## src/rtl/exe_muldiv_pkg.sv

```systemverilog
// exe_muldiv_pkg: shared constants, state encoding and operand-decode helpers
// for the RV32M multi-cycle execute unit (exe_muldiv).
package exe_muldiv_pkg;

   // funct7 value that selects the M extension within R-type instructions
   localparam logic [6:0] INST_M_FUNCT7 = 7'b0000001;

   // funct3 encodings of the M-extension operations
   localparam logic [2:0] MD_MUL    = 3'd0;
   localparam logic [2:0] MD_MULH   = 3'd1;
   localparam logic [2:0] MD_MULHSU = 3'd2;
   localparam logic [2:0] MD_MULHU  = 3'd3;
   localparam logic [2:0] MD_DIV    = 3'd4;
   localparam logic [2:0] MD_DIVU   = 3'd5;
   localparam logic [2:0] MD_REM    = 3'd6;
   localparam logic [2:0] MD_REMU   = 3'd7;

   // Controller states
   typedef enum logic [1:0] {
      MD_IDLE = 2'd0,
      MD_CALC = 2'd1,
      MD_FIX  = 2'd2,
      MD_DONE = 2'd3
   } md_state_e;

   // Divide/remainder group occupies the upper half of the funct3 space
   function automatic logic md_is_div(input logic [2:0] f3);
      return f3[2];
   endfunction

   // rs1 is treated as signed for MULH, MULHSU, DIV and REM
   function automatic logic md_op1_signed(input logic [2:0] f3);
      return (f3 == MD_MULH) || (f3 == MD_MULHSU) || (f3 == MD_DIV) || (f3 == MD_REM);
   endfunction

   // rs2 is treated as signed for MULH, DIV and REM only
   function automatic logic md_op2_signed(input logic [2:0] f3);
      return (f3 == MD_MULH) || (f3 == MD_DIV) || (f3 == MD_REM);
   endfunction

endpackage

```

## src/rtl/exe_muldiv_step.sv

```systemverilog
// exe_muldiv_step: purely combinational STEP-bit iteration shared by the
// multiplier (shift-add, product held as {hi,lo}) and the restoring divider
// (remainder in hi, dividend/quotient shifting through lo).
module exe_muldiv_step
   import exe_muldiv_pkg::*;
#(
   parameter int XLEN = 32,
   parameter int STEP = 1
)(
   input  logic            is_div_i,
   input  logic [XLEN-1:0] hi_i,
   input  logic [XLEN-1:0] lo_i,
   input  logic [XLEN-1:0] opnd_i,
   output logic [XLEN-1:0] hi_o,
   output logic [XLEN-1:0] lo_o
);

   // Per-bit chain: element 0 is the register value, element STEP the result
   logic [XLEN-1:0] hi_c [0:STEP];
   logic [XLEN-1:0] lo_c [0:STEP];

   assign hi_c[0] = hi_i;
   assign lo_c[0] = lo_i;

   genvar gi;
   generate
      for (gi = 0; gi < STEP; gi++) begin : g_bit
         logic [XLEN:0] mul_sum;
         logic [XLEN:0] div_shift;
         logic [XLEN:0] div_trial;
         logic          div_fits;

         // Multiply: add multiplicand when the current multiplier bit is set,
         // then shift {carry,hi,lo} right by one.
         assign mul_sum   = {1'b0, hi_c[gi]} + (lo_c[gi][0] ? {1'b0, opnd_i} : {(XLEN+1){1'b0}});

         // Divide: shift the next dividend bit into the partial remainder and
         // try subtracting the divisor; a clear borrow bit means it fits.
         assign div_shift = {hi_c[gi], lo_c[gi][XLEN-1]};
         assign div_trial = div_shift - {1'b0, opnd_i};
         assign div_fits  = ~div_trial[XLEN];

         assign hi_c[gi+1] = is_div_i ? (div_fits ? div_trial[XLEN-1:0] : div_shift[XLEN-1:0])
                                      : mul_sum[XLEN:1];
         assign lo_c[gi+1] = is_div_i ? {lo_c[gi][XLEN-2:0], div_fits}
                                      : {mul_sum[0], lo_c[gi][XLEN-1:1]};
      end
   endgenerate

   assign hi_o = hi_c[STEP];
   assign lo_o = lo_c[STEP];

endmodule

```

## src/rtl/exe_muldiv.sv

```systemverilog
// exe_muldiv: multi-cycle RV32M execute unit (MUL/MULH/MULHSU/MULHU,
// DIV/DIVU/REM/REMU). Iterative datapath retiring STEP bits per cycle, with
// sign correction in a dedicated FIX cycle and 1-cycle fast paths for
// divide-by-zero and signed overflow.
// Optional: define EXE_MULDIV_FAST_MUL_EN to compute all multiplies with a
// combinational multiplier in a single cycle (divide stays iterative).
module exe_muldiv
   import exe_muldiv_pkg::*;
#(
   parameter int XLEN    = 32,
   parameter int STEP    = 1,
   parameter int RADDR_W = 5
)(
   input  logic               clk_i,
   input  logic               rst_n_i,
   input  logic               start_i,
   input  logic [2:0]         funct3_i,
   input  logic [XLEN-1:0]    op1_i,
   input  logic [XLEN-1:0]    op2_i,
   input  logic [RADDR_W-1:0] reg_waddr_i,
   input  logic               flush_i,
   output logic [XLEN-1:0]    result_o,
   output logic               done_o,
   output logic               reg_we_o,
   output logic [RADDR_W-1:0] reg_waddr_o,
   output logic               busy_o,
   output logic               stallreq_o
);

   localparam int               CNT_W    = $clog2(XLEN + 1);
   localparam logic [CNT_W-1:0] CNT_LAST = CNT_W'(XLEN - STEP);
   localparam logic [CNT_W-1:0] CNT_INC  = CNT_W'(STEP);
   localparam logic [XLEN-1:0]  MIN_NEG  = {1'b1, {(XLEN-1){1'b0}}};

   md_state_e          state_q,  state_d;
   logic [CNT_W-1:0]   count_q,  count_d;
   logic [2:0]         f3_q,     f3_d;
   logic               neg1_q,   neg1_d;
   logic               neg2_q,   neg2_d;
   logic [XLEN-1:0]    opnd_q,   opnd_d;
   logic [XLEN-1:0]    hi_q,     hi_d;
   logic [XLEN-1:0]    lo_q,     lo_d;
   logic [XLEN-1:0]    result_q, result_d;
   logic [RADDR_W-1:0] waddr_q,  waddr_d;

   logic               op1_neg, op2_neg;
   logic [XLEN-1:0]    op1_abs, op2_abs;
   logic               div_by_zero, div_ovf;
   logic [XLEN-1:0]    step_hi, step_lo;
   logic [XLEN-1:0]    fix_result;

   // Apply sign to a 2*XLEN magnitude and pick the low or high half
   function automatic logic [XLEN-1:0] mul_select(input logic [2:0]        f3,
                                                  input logic              negate,
                                                  input logic [2*XLEN-1:0] mag);
      logic [2*XLEN-1:0] prod;
      prod = negate ? -mag : mag;
      return (f3 == MD_MUL) ? prod[XLEN-1:0] : prod[2*XLEN-1:XLEN];
   endfunction

   // Decode operand signs, magnitudes and the divide special cases
   always_comb begin
      op1_neg     = md_op1_signed(funct3_i) & op1_i[XLEN-1];
      op2_neg     = md_op2_signed(funct3_i) & op2_i[XLEN-1];
      op1_abs     = op1_neg ? -op1_i : op1_i;
      op2_abs     = op2_neg ? -op2_i : op2_i;
      div_by_zero = (op2_i == '0);
      div_ovf     = ~funct3_i[0] && (op1_i == MIN_NEG) && (op2_i == '1);
   end

`ifdef EXE_MULDIV_FAST_MUL_EN
   logic [XLEN-1:0] fast_result;

   // Single-cycle multiply on the operand magnitudes, then sign and select
   always_comb begin
      fast_result = mul_select(funct3_i, op1_neg ^ op2_neg,
                               {{XLEN{1'b0}}, op1_abs} * {{XLEN{1'b0}}, op2_abs});
   end
`endif

   exe_muldiv_step #(
      .XLEN (XLEN),
      .STEP (STEP)
   ) u_step (
      .is_div_i (md_is_div(f3_q)),
      .hi_i     (hi_q),
      .lo_i     (lo_q),
      .opnd_i   (opnd_q),
      .hi_o     (step_hi),
      .lo_o     (step_lo)
   );

   // Sign correction and output selection for the FIX cycle
   always_comb begin
      if (md_is_div(f3_q)) begin
         if (f3_q[1]) begin
            // Remainder follows the dividend's sign
            fix_result = neg1_q ? -hi_q : hi_q;
         end else begin
            fix_result = (neg1_q ^ neg2_q) ? -lo_q : lo_q;
         end
      end else begin
         fix_result = mul_select(f3_q, neg1_q ^ neg2_q, {hi_q, lo_q});
      end
   end

   // Next-state logic, datapath register updates and stall request
   always_comb begin
      state_d    = state_q;
      count_d    = count_q;
      f3_d       = f3_q;
      neg1_d     = neg1_q;
      neg2_d     = neg2_q;
      opnd_d     = opnd_q;
      hi_d       = hi_q;
      lo_d       = lo_q;
      result_d   = result_q;
      waddr_d    = waddr_q;
      stallreq_o = 1'b0;

      case (state_q)
         MD_IDLE: begin
            if (start_i && !flush_i) begin
               stallreq_o = 1'b1;
               f3_d       = funct3_i;
               waddr_d    = reg_waddr_i;
               neg1_d     = op1_neg;
               neg2_d     = op2_neg;
               count_d    = '0;
               hi_d       = '0;
               if (md_is_div(funct3_i)) begin
                  opnd_d = op2_abs;
                  lo_d   = op1_abs;
                  if (div_by_zero) begin
                     result_d = funct3_i[1] ? op1_i : '1;
                     state_d  = MD_DONE;
                  end else if (div_ovf) begin
                     result_d = funct3_i[1] ? '0 : op1_i;
                     state_d  = MD_DONE;
                  end else begin
                     state_d  = MD_CALC;
                  end
               end else begin
`ifdef EXE_MULDIV_FAST_MUL_EN
                  result_d = fast_result;
                  state_d  = MD_DONE;
`else
                  opnd_d   = op1_abs;
                  lo_d     = op2_abs;
                  state_d  = MD_CALC;
`endif
               end
            end
         end

         MD_CALC: begin
            stallreq_o = 1'b1;
            if (flush_i) begin
               state_d = MD_IDLE;
            end else begin
               hi_d    = step_hi;
               lo_d    = step_lo;
               count_d = count_q + CNT_INC;
               if (count_q == CNT_LAST) begin
                  state_d = MD_FIX;
               end
            end
         end

         MD_FIX: begin
            stallreq_o = 1'b1;
            if (flush_i) begin
               state_d = MD_IDLE;
            end else begin
               result_d = fix_result;
               state_d  = MD_DONE;
            end
         end

         MD_DONE: begin
            // The write-back always completes, even under flush
            state_d = MD_IDLE;
         end

         default: begin
            state_d = MD_IDLE;
         end
      endcase
   end

   // State and datapath registers with asynchronous clear
   always_ff @(posedge clk_i or negedge rst_n_i) begin
      if (!rst_n_i) begin
         state_q  <= MD_IDLE;
         count_q  <= '0;
         f3_q     <= '0;
         neg1_q   <= 1'b0;
         neg2_q   <= 1'b0;
         opnd_q   <= '0;
         hi_q     <= '0;
         lo_q     <= '0;
         result_q <= '0;
         waddr_q  <= '0;
      end else begin
         state_q  <= state_d;
         count_q  <= count_d;
         f3_q     <= f3_d;
         neg1_q   <= neg1_d;
         neg2_q   <= neg2_d;
         opnd_q   <= opnd_d;
         hi_q     <= hi_d;
         lo_q     <= lo_d;
         result_q <= result_d;
         waddr_q  <= waddr_d;
      end
   end

   assign result_o    = result_q;
   assign done_o      = (state_q == MD_DONE);
   assign reg_we_o    = done_o;
   assign reg_waddr_o = waddr_q;
   assign busy_o      = (state_q != MD_IDLE);

endmodule

```

## config.mk

```make
export PLATFORM = sky130hd
export DESIGN_NAME = exe_muldiv
export DESIGN_NICKNAME = d
export VERILOG_FILES = /design/src/rtl/exe_muldiv_pkg.sv /design/src/rtl/exe_muldiv_step.sv /design/src/rtl/exe_muldiv.sv
export SDC_FILE = /design/constraint.sdc
export NUM_CORES = 1
export LEC_CHECK = 0
export CAP_MARGIN = 25
export CORE_UTILIZATION = 28
export CTS_BUF_LIST = sky130_fd_sc_hd__clkbuf_8
export CTS_CLUSTER_SIZE = 24
export DETAILED_ROUTE_END_ITERATION = 8
export GPL_ROUTABILITY_DRIVEN = 0
export GPL_TIMING_DRIVEN = 0
export PLACE_DENSITY_LB_ADDON = 0.1
export SYNTH_ARGS = -nofsm -noshare
export SYNTH_HDL_FRONTEND = slang
export SYNTH_SLANG_ARGS = --single-unit
```

## constraint.sdc

```tcl
create_clock -name clk_i -period 9.9 [get_ports clk_i]
set_clock_uncertainty 0.1 [all_clocks]
set_input_delay 1.98 -clock clk_i [delete_from_list [all_inputs] [get_ports clk_i]]
set_output_delay 1.98 -clock clk_i [all_outputs]
set_load 0.01 [all_outputs]
```

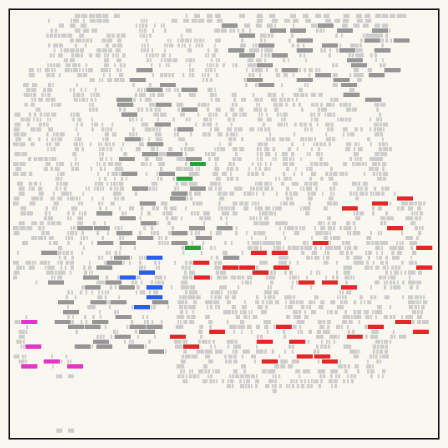
run_1/flops_by_reg.png
Other sequential cells in the stronger grey, the rest of the logic in the fainter grey.
[`hi_q`] red | placed flops: 32
[`count_q`] blue | placed flops: 6
[`reg_waddr_o`] magenta | placed flops: 5 | where: bottom left
[`f3_q`] green | placed flops: 3
not coloured: 100

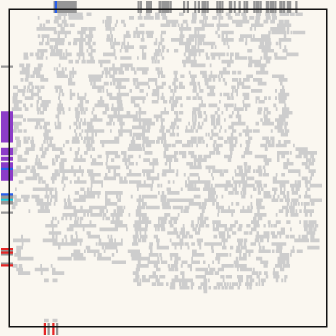
run_1/io_placement.png
Pins as bars across the die edge, other pins in grey.
[`done_o`] cyan | pins: 1 | direction: output | edge: left
[`op2_i`] purple | pins: 32 | direction: input | edge: left
[`reg_waddr_i`] red | pins: 5 | direction: input | edge: 3 left, 2 bottom
[`funct3_i`] blue | pins: 3 | direction: input | edge: 2 left, 1 top
all pins by edge: 66 top, 47 left, 4 bottom
Chip Height: 236 um
DIE WIDTH: 236 um

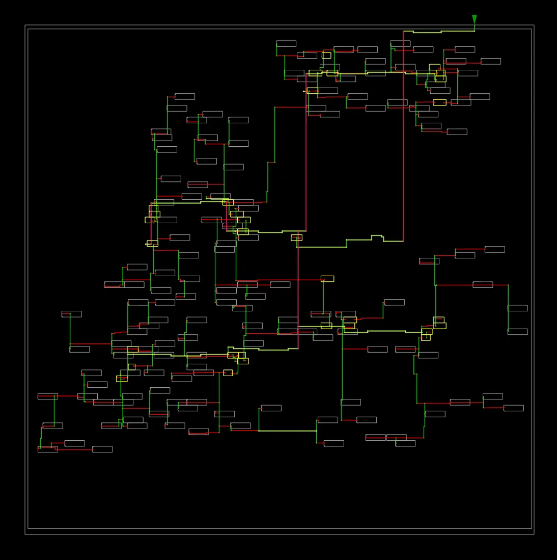
run_1/clocks.png
clock buf count: 17
clk_lat worst skew: 530 ps
CTS sink cnt: 146

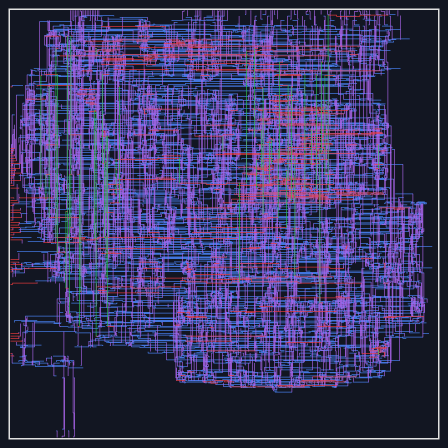
run_1/wires.png
[metal 1] blue | wire length: 34.6 mm
[metal 3] red | wire length: 4490 um
[metal 2] purple | wire length: 31.9 mm
[metal 4] green | wire length: 2480 um
wire length per cell: 24.7 um
DRT Wirelength: 73.5 mm
gr usage total: 0.260
routed vias: 17000

==> results.json, run 1 <==
{
  "status": "completed",
  "place_ws_ps": 3110,
  "lay_top_cells": "nor2_1, nand2_1, a21oi_1, o21ai_0, dfrtp_1",
  "crit_path_max_incr_delay_ps": 640,
  "placed_cell_area_mm2": 0.0173,
  "fp_nets": 2286,
  "nNetsFinal": 2419,
  "seq_power_share": 0.188,
  "ios": 117,
  "crit_slowest_cell": "clkbuf_1",
  "ys_sh_aoi": 0.294,
  "min_to": "result_o[9]",
  "rows": 85,
  "crit-reg2reg-launch": "lo_q[31]",
  "dp_hpwl_mm": 58.6,
  "timing.fmax_mhz": 147,
  "cts_tree": "built",
  "crit_family": "buffers and inverters",
  "vdd_drop_max_mv": 0.163,
  "tns_ps": 0,
  "ys_seq_frac": 0.239,
  "path_max_fanout": 10,
  "drc": 0,
  "cp_common_cell": "nor2_1",
  "hold_buffers": 0,
  "final-comb-area_mm2": 0.0108,
  "mux_area_frac": 0.0278,
  "crit_required_ps": 7820,
  "p_seq_mw": 1.19,
  "taps": 696,
  "power_mw": 6.36,
  "fill_cells": 5807,
  "synth_cell_types": 76,
  "dr.pass1.iters": 7,
  "cts-root-buf": "clkbuf_8",
  "crit_end": "stallreq_o",
  "htree_levels": 4,
  "cts_setup_buffers": 0,
  "cts_resized": 0,
  "fin_crit_sh": 0.687,
  "synthArstFlopShare": 1.00,
  "netlist_area_mm2": 0.0153,
  "dp.cells": 2944,
  "path_depth": 8,
  "p_comb_mw": 4.63,
  "top_area_frac": 0.239,
  "switching_share": 0.577,
  "largest_class": "logic gates",
  "grt_first_pass_wirelength_mm": 107,
  "cts_buffer_depth": 2,
  "edf_count": 0,
  "pg_clk_uw": 534,
  "synth-xor-area-share": 0.108,
  "inverters": 73,
  "drive_gt1_frac": 0.0412,
  "crit_type": "primary input to output port",
  "antenna_left": 0,
  "die_area_mm2": 0.0556,
  "maxSlewViolCount": 0,
  "combPwrFrac": 0.728,
  "rsz0062_at_grt": "false",
  "crit_path_start": "start_i",
  "drv_cap": 0,
  "hold_viol": 0,
  "crit_chain": "clkdlybuf4s50_1, nand2_1, nor2_1, clkbuf_1, clkbuf_1, nor2_1, nor2_1, clkdlybuf4s50_1",
  "seq_area_frac": 0.206,
  "lay_top_count": "nor2_1",
  "setup-violations-final": 0,
  "core_area_mm2": 0.0539,
  "switching_power_mw": 3.67,
  "path_clk_slew_ps": 110,
  "warning_count": 32,
  "sh_comb_area": 0.606,
  "largest_area_cell": "dfrtp_1",
  "fin_crit_ps": 6810
}
## run 1: state kept, by name, summed over array words and instances (netlist names)
| signal | flops |
|---|---|
| neg1_q | 1 |
| lo_q | 32 |
| result_o | 32 |
| state_q | 2 |
| opnd_q | 32 |
| count_q | 6 |
| hi_q | 32 |
| reg_waddr_o | 5 |
| f3_q | 3 |
| neg2_q | 1 |
## run 1: routing by layer
layer  GRT usage  wire length, um  vias up
li1            -                -     7891
met4      0.0939             2480        0
met3      0.0375             4490       94
met1       0.372            34600     8320
met5           0                0        -
met2       0.395            31900      656
## run 1: cell usage after synthesis (4+ instances only)
library cell  count
nor2b_1          10
and2_1           10
a22oi_1          21
o21ai_0         213
or2_2             6
o311ai_0          4
a21o_1           28
nor3_1           41
a311oi_1          4
nand3_1          31
o21a_1           17
a221oi_1         11
clkbuf_1        138
nand2_1         245
ha_1             74
a31o_2            4
or3_1            18
dfrtp_1         146
buf_2             8
nand3b_1          5
xor2_1           89
nor2_1          257
nor4_1           15
a21oi_1         242
o22a_1            6
or4_1            14
a21boi_0          5
o221ai_1         11
mux2_2           28
o21bai_1         10
a221o_1          11
a2111oi_0         7
o211ai_1         17
o41ai_1           9
mux2i_1          11
a211oi_1         35
o31ai_1          25
buf_1             9
and3_1           11
nand2b_1         21
inv_1            73
a31oi_1          18
o22ai_1          15
xnor2_1          99
nand4_1          16
## run 1: kinds of logic (layout without fill, tap and decap cells)
logic type | after synthesis | in the layout
and+or+nand+nor | 716 | 716
adders and majority gates | 76 | 76
xor gates and xnor gates | 188 | 188
AOI/OAI and AO/OA | 739 | 739
buffers and inverters | 230 | 376
muxes | 39 | 39
DFF | 146 | 146
==> inputs of run 2 (changes only) <==
Clock period 9.9 ns to 6 ns, I/O delays scaled along.
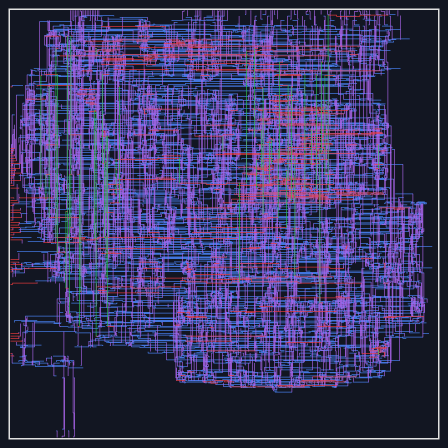
run_2/wires.png
[metal 2] purple | wire length: 31.9 mm
[metal 4] green | wire length: 2480 um
[metal 1] blue | wire length: 34.6 mm
[metal 3] red | wire length: 4490 um

==> run 2 against run 1 <==
  * Design area did not move
  * Total power up 65%
  * Worst setup slack worse by 2600 ps
  * Register-to-register slack worse by 3900 ps
==> results.json, run 2 <==
{
  "status": "completed",
  "yosys-stat-cells": 2134,
  "drv_cap": 0,
  "ys.flop_type": "dfrtp_1",
  "antenna_found_initial": 1,
  "vias": 17000,
  "layout_setup_ws_ps": 486,
  "path_buffers": 3,
  "cts_resized": 0,
  "wire_per_inst_um": 24.7,
  "power.density_mw_per_mm2": 590,
  "ys_sh_aoi": 0.294,
  "synth_cell_types": 76,
  "startpoint_type": "flip-flop",
  "hold_buffers": 0,
  "num_antenna_cells": 0,
  "synthTopLogicFamily": "AND-OR/OR-AND gates",
  "crit_path_max_incr_delay_ps": 750,
  "lay_top_cells": "nor2_1, nand2_1, a21oi_1, o21ai_0, dfrtp_1",
  "mux_area_frac": 0.0278,
  "crit_family": "AND-OR/OR-AND gates",
  "crit_type": "flip-flop to flip-flop",
  "ys_top_cells_by_count": "nor2_1, nand2_1, a21oi_1, o21ai_0, dfrtp_1",
  "instances_no_fill": 2976,
  "yosysChipArea_mm2": 0.0153,
  "yosys_warnings": 0,
  "cts_buffers": 17,
  "cts-root-buf": "clkbuf_8",
  "yosys-top-cells-area": "dfrtp_1, a21oi_1, o21ai_0, nor2_1, ha_1",
  "hold_viol": 0,
  "cts_setup_buffers": 0,
  "antenna_left": 0,
  "die_h_um": 236,
  "placed_cell_area_mm2": 0.0173,
  "timing.fmax_mhz": 181,
  "synth.most_common_cell": "nor2_1",
  "synthArstFlopShare": 1.00,
  "ys_seq_frac": 0.239,
  "fp.dieW_um": 236,
  "dp.cells": 2944,
  "crit_required_ps": 6280,
  "lay_top_count": "nor2_1",
  "setup-violations-final": 0,
  "drive_gt1_frac": 0.0412,
  "power_mw": 10.5,
  "dp_hpwl_mm": 58.6,
  "rsz0062_at_grt": "false",
  "grt_max_degree": 105,
  "grt_usage": 0.260,
  "edf_count": 0,
  "rows": 85,
  "warning_count": 32,
  "maxSlewViolCount": 0,
  "grt_first_pass_wirelength_mm": 107,
  "max_slew_margin": 0.244,
  "fin_crit_sh": 0.919,
  "crit_chain": "inv_1, ha_1, fa_1, nand2b_1, a21oi_1, a211oi_1, o21ai_0, a21oi_1, o21ai_0, a41o_1, buf_2, xnor2_1, clkbuf_1, nor3_1, a311oi_1, o21ai_0",
  "synth_cells": 2134,
  "die_area_mm2": 0.0556,
  "vdd_drop_max_mv": 0.270,
  "path_max_fanout": 10,
  "clk-insertion-delay-late_ps": 530,
  "fin_area_mm2": 0.0178,
  "crit_slowest_cell": "a211oi_1",
  "drc": 0,
  "syn_area_per_cell_um2": 7.17,
  "cts_tree": "built",
  "clock_sinks": 146,
  "fp-utilization": 0.284,
  "wl_mm": 73.5,
  "dr.pass1.iters": 7,
  "fin_crit_ps": 5510,
  "ys_sh_adder": 0.0631,
  "r2r_slack_ps": 490,
  "cts_buffer_depth": 2,
  "netlist_area_mm2": 0.0153,
  "ys_sh_simple": 0.210,
  "critical_path_arrival_ps": 5800,
  "largest_area_cell": "dfrtp_1",
  "areaGrowthSynthToFinish_pct": 16.1,
  "core_area_mm2": 0.0539,
  "io_buffers": 111,
  "cp_common_cell": "o21ai_0",
  "tns_ps": 0,
  "power.leakage_nw": 7.07,
  "top_area_frac": 0.239,
  "path_clk_slew_ps": 110,
  "nNetsFinal": 2419,
  "htree_levels": 4,
  "ys.flops": 146,
  "grt_remaining_overflow": 0,
  "holdCritPathClass": "flip-flop to flip-flop",
  "ios": 117,
  "synth-xor-area-share": 0.108,
  "place_ws_ps": 338,
  "fp_nets": 2286
}
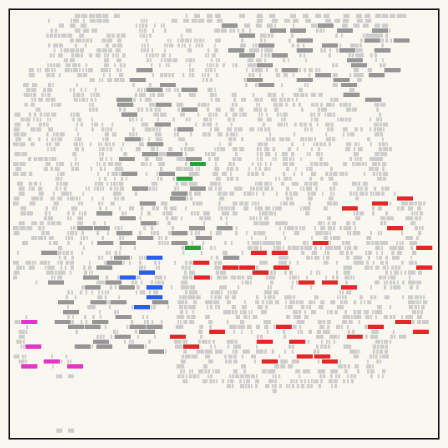
run_2/flops_by_reg.png
Other sequential cells in the stronger grey, the rest of the logic in the fainter grey.
[`hi_q`] red | placed flops: 32
[`count_q`] blue | placed flops: 6
[`f3_q`] green | placed flops: 3
[`reg_waddr_o`] magenta | placed flops: 5 | where: bottom left
not coloured: 100
P_seq: 1.97 mW
post-layout util: 0.330
Storage cell area: 0.00365 mm2

[run 2: cell counts in the layout (fill, tap and decap cells not counted)]
No cell type changed its count.
[run 2: kinds of logic after synthesis]
kind of cell / count (synthesis)
adder cells (fa/ha/maj): 76
buffers and inverters: 230
flip-flops: 146
multiplexers: 39
AND/OR/NAND/NOR: 716
XOR/XNOR: 188
AND-OR/OR-AND: 739
[run 2: final timing paths]
kind | cells after the start | from | endpoint
worst max-delay path | 16 | lo_q[31] | hi_q[13]
min in group asynchronous | 1 | rst_n_i | result_o[8]
worst min-delay path | 2 | result_o[9] | result_o[9]
worst max register to register | 16 | lo_q[31] | hi_q[13]
worst min register to register | 2 | result_o[9] | result_o[9]
max in group asynchronous | 2 | rst_n_i | hi_q[31]
[run 2: layout make-up]
class / count / area [um2]
Timing Repair Buffer: 114 / 1160
Fill cell: 5807 / 36200
Tap cell: 696 / 871
Sequential cell: 146 / 3650
Inverter: 73 / 274
Clock buffer: 17 / 234
Buffer: 157 / 611
Multi-Input combinational cell: 1758 / 10800
Clock inverter: 15 / 199
[run 2: per-layer routing]
| layer | track usage | vias to the layer above | routed length, um |
|---|---|---|---|
| li1 | - | 7891 | - |
| met1 | 0.372 | 8320 | 34600 |
| met2 | 0.395 | 656 | 31900 |
| met3 | 0.0375 | 94 | 4490 |
| met4 | 0.0939 | 0 | 2480 |
| met5 | 0 | - | 0 |
[run 2: report_power, final]
part | leakage [nW] | switching [mW] | internal [mW]
sequential | 1.84 | 0.580 | 1.39
combinational | 5.02 | 4.92 | 2.72
clock | 0.216 | 0.552 | 0.329
total | 7.07 | 6.05 | 4.44
Power is estimated from default activity; no workload was simulated.
